**Placement view**

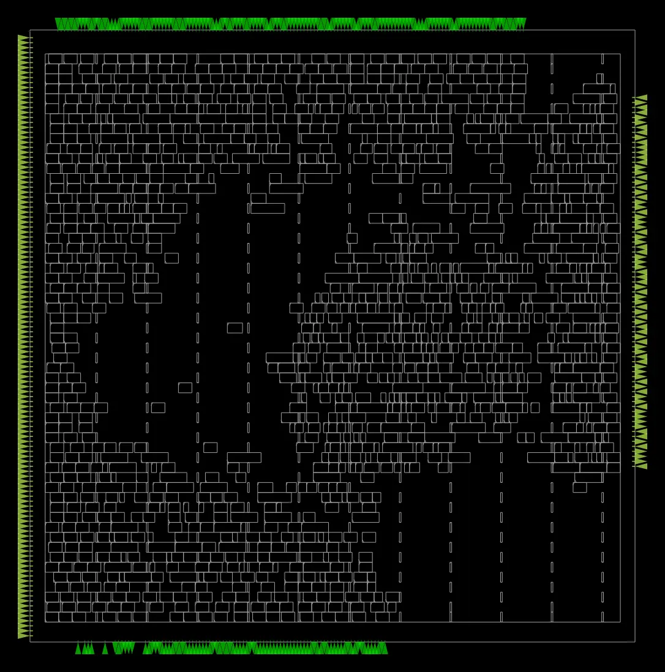
**The metal 2 layer**

Drawn at 3 px/µm.
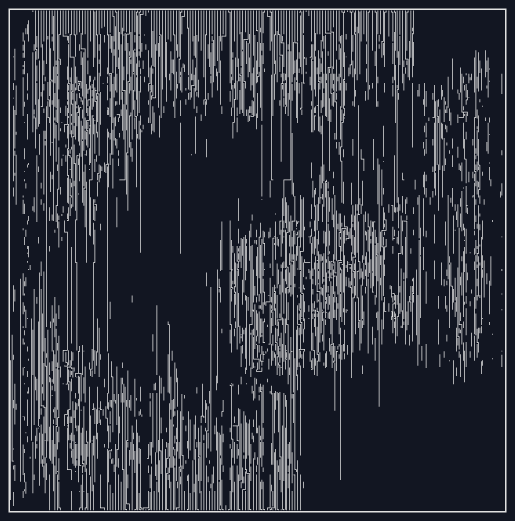
**Metal layers overlaid**

Drawn at 1.5 px/µm. Only two layers are drawn.
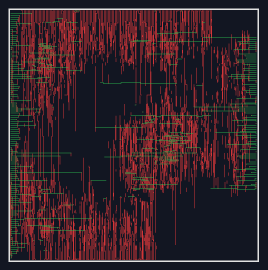
**I/O nets highlighted**

Drawn at 1.5 px/µm.
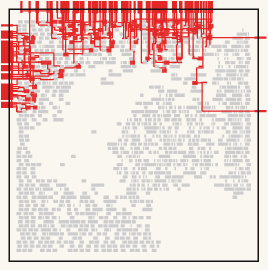
==> config.mk <==
export PLATFORM = sky130hd
export DESIGN_NAME = sdram_client_arbiter
export DESIGN_NICKNAME = d
export VERILOG_FILES = /design/src/rtl/sdram_client_arbiter.sv
export SDC_FILE = /design/constraint.sdc
export NUM_CORES = 1
export LEC_CHECK = 0
export ABC_CLOCK_PERIOD_IN_PS = 6300
export CORE_AREA = 4 4 161 163
export CTS_CLUSTER_DIAMETER = 60
export DETAILED_ROUTE_END_ITERATION = 12
export DIE_AREA = 0 0 165 167
export GPL_TIMING_DRIVEN = 1
export PLACE_DENSITY = 0.83
export SLEW_MARGIN = 30
export SYNTH_ARGS = -nofsm -noshare
export SYNTH_HDL_FRONTEND = slang
export SYNTH_HIERARCHICAL = 1
export SYNTH_SLANG_ARGS = --single-unit
==> constraint.sdc <==
create_clock -name i_clk -period 6.3 [get_ports i_clk]
set_input_delay 1.575 -clock i_clk [delete_from_list [all_inputs] [get_ports i_clk]]
set_output_delay 1.575 -clock i_clk [all_outputs]
set_load 0.02 [all_outputs]
==> Slide: Implementation Results <==
Run Summary

Timing
  • Final setup fails: 0
  • Worst Max-Slew Pin Slew: 726 ps
  • FMAX: 174 MHz
  • Final Cycle Share: 91.5%
  • Setup Skew: 13.2 ps

Yosys
  • Syn_nets: 1486
  • Area leader share: 23.1%
  • Area leader, netlist: buf_4
  • Most frequent cells after synthesis: buf_4 (291), nand2_1 (147), mux2i_1 (121)
  • Synth unique cells: 79
  • Prevailing post-synth register cell: dfxtp_1
  • Async SR Flop Fraction: 0%
  • Flops after synth: 100

Floorplan
  • Core box area: 24300 µm²

Setup path
  • Stages on the worst setup path: 21
  • R2R depth: 21
  • Worst Setup End Kind: flop
  • Worst stage delay on the critical path: 540 ps
  • Setup CP Type: reg2reg
  • Cell mode on critical path: ha_1

Clock tree
  • CTS clk-pin slew, worst paths: 90 ps
  • CTS Hold Buffers Added: 0
  • Latency at later pin: 360 ps
  • Sink Count: 100
  • CTS Buf Count: 9
  • Clock Path Buffers: 2

Route
  • Via-per-instance ratio: 5.32
  • Drt pass-1 iters: 5

Power and ir drop
  • Leakage: 4.59 nW

Global route
  • GRT overflow: 0

Finish
  • Layout cells sized above 1: 6.42%
  • Design area: 12200 µm²

Placed design
  • Dpl ws: 110 ps

Hold path
  • Hold Crit Class: reg2reg

Run status
  • Status: finished clean
About 'placement view':
Finished Core Util: 50.1%
row count: 57
FILL cells: 2268
non-filler cells, final: 1572
Tap Cells: 324

About 'the metal 2 layer':
wire length on this layer: 15900 µm
longest straight run: 80.6 µm
main direction: vertical
nets with wire on the layer: 1347
Routed WL: 30900 µm
grt met2 use: 36.9%
via count: 8368

About 'metal layers overlaid':
[metal 2] red | wire length: 15900 µm
[metal 3] green | wire length: 2540 µm
gr usage total: 20.6%
routed wire length per instance: 19.7 µm

About 'I/O nets highlighted':
[`cli_addr`] red | bits: 115 | direction: input | end cells: 69 | buffers: 115 | wire: 3030 µm
IO buf count: 417
io pins: 418

==> layout by cell type (no fill, tap or decap), types with 3 or more instances in the layout <==
cell               n
a2111oi_0          8
a211oi_1           5
a21o_1             7
a21oi_1           52
a2bb2oi_1         56
and2_1             6
and3_1             6
buf_4             21
clkbuf_16         10
clkdlybuf4s50_1  417
dfxtp_1           99
ha_1              24
inv_1             21
inv_2              3
mux2_2             5
mux2i_1          121
mux4_2             5
nand2_1          145
nand2b_1           5
nand3_1           11
nor2_1            20
nor2b_1            4
nor3_1            14
nor4_1             3
o211a_1            3
o21a_1             7
o21ai_0           12
o221ai_1          56
o22ai_1            3
o31ai_1            5
or2_1              6
or3_1              6
xnor2_1            6
==> metrics by stage <==
stage | std cells | power [mW] | util [%]
floorplan | 1142 | 5.95 | -
global placement | 1551 | 7.27 | 48.5
detailed placement | 1551 | 7.37 | 48.5
CTS | 1567 | 8.01 | 49.9
global route | 1572 | 8.78 | 50.1
finish | 1572 | 8.24 | 50.1
==> cell type report <==
cell class | instances | area [µm²] | area share, %
multi-input cells | 663 | 4940 | 40.5
flip-flops and latches | 100 | 2000 | 16.4
diodes | 1 | 2.50 | 0.0205
well taps | 324 | 405 | 3.33
inverters | 26 | 97.6 | 0.801
clock buffers | 9 | 225 | 1.85
repair buffers | 442 | 4410 | 36.2
clock inverters | 7 | 103 | 0.842
==> power breakdown <==
group / leakage (nW) / switching (mW) / internal (mW)
Clock: 0.159 / 0.299 / 0.323
Combinational: 3.61 / 3.68 / 3.05
Sequential: 0.819 / 0.0930 / 0.794
==> tightest hold or removal path: stages, from the launching register on <==
cell	delay, ps
dfxtp_1	310
nand2_1	50
a21oi_1	50
==> cells by family (layout without fill, tap and decap cells) <==
logic type | after synthesis | count (layout) | share of synthesized area (%)
AND/OR/NAND/NOR | 248 | 249 | 12.1
XOR/XNOR | 9 | 9 | 0.992
AND-OR/OR-AND | 249 | 249 | 20.7
other | 0 | 1 | 0
flip-flops | 100 | 100 | 21.2
adder cells (fa/ha/maj) | 24 | 24 | 3.18
buffers and inverters | 380 | 484 | 27.1
multiplexers | 132 | 132 | 14.7
==> metal layers <==
layer / vias up / wire length (µm) / GRT usage (%)
li1: 3992 / - / -
met1: 3888 / 11600 / 24.0
met2: 435 / 15900 / 36.9
met3: 53 / 2540 / 4.82
met4: 0 / 861 / 6.08
met5: - / 0 / 0
==> timing repair <==
action	CTS	global route
buffers inserted	0	2
endpoints found under the hold margin	0	0
gates resized	0	3
endpoints found under the setup margin	0	57
Power is estimated from default activity; no workload was simulated.
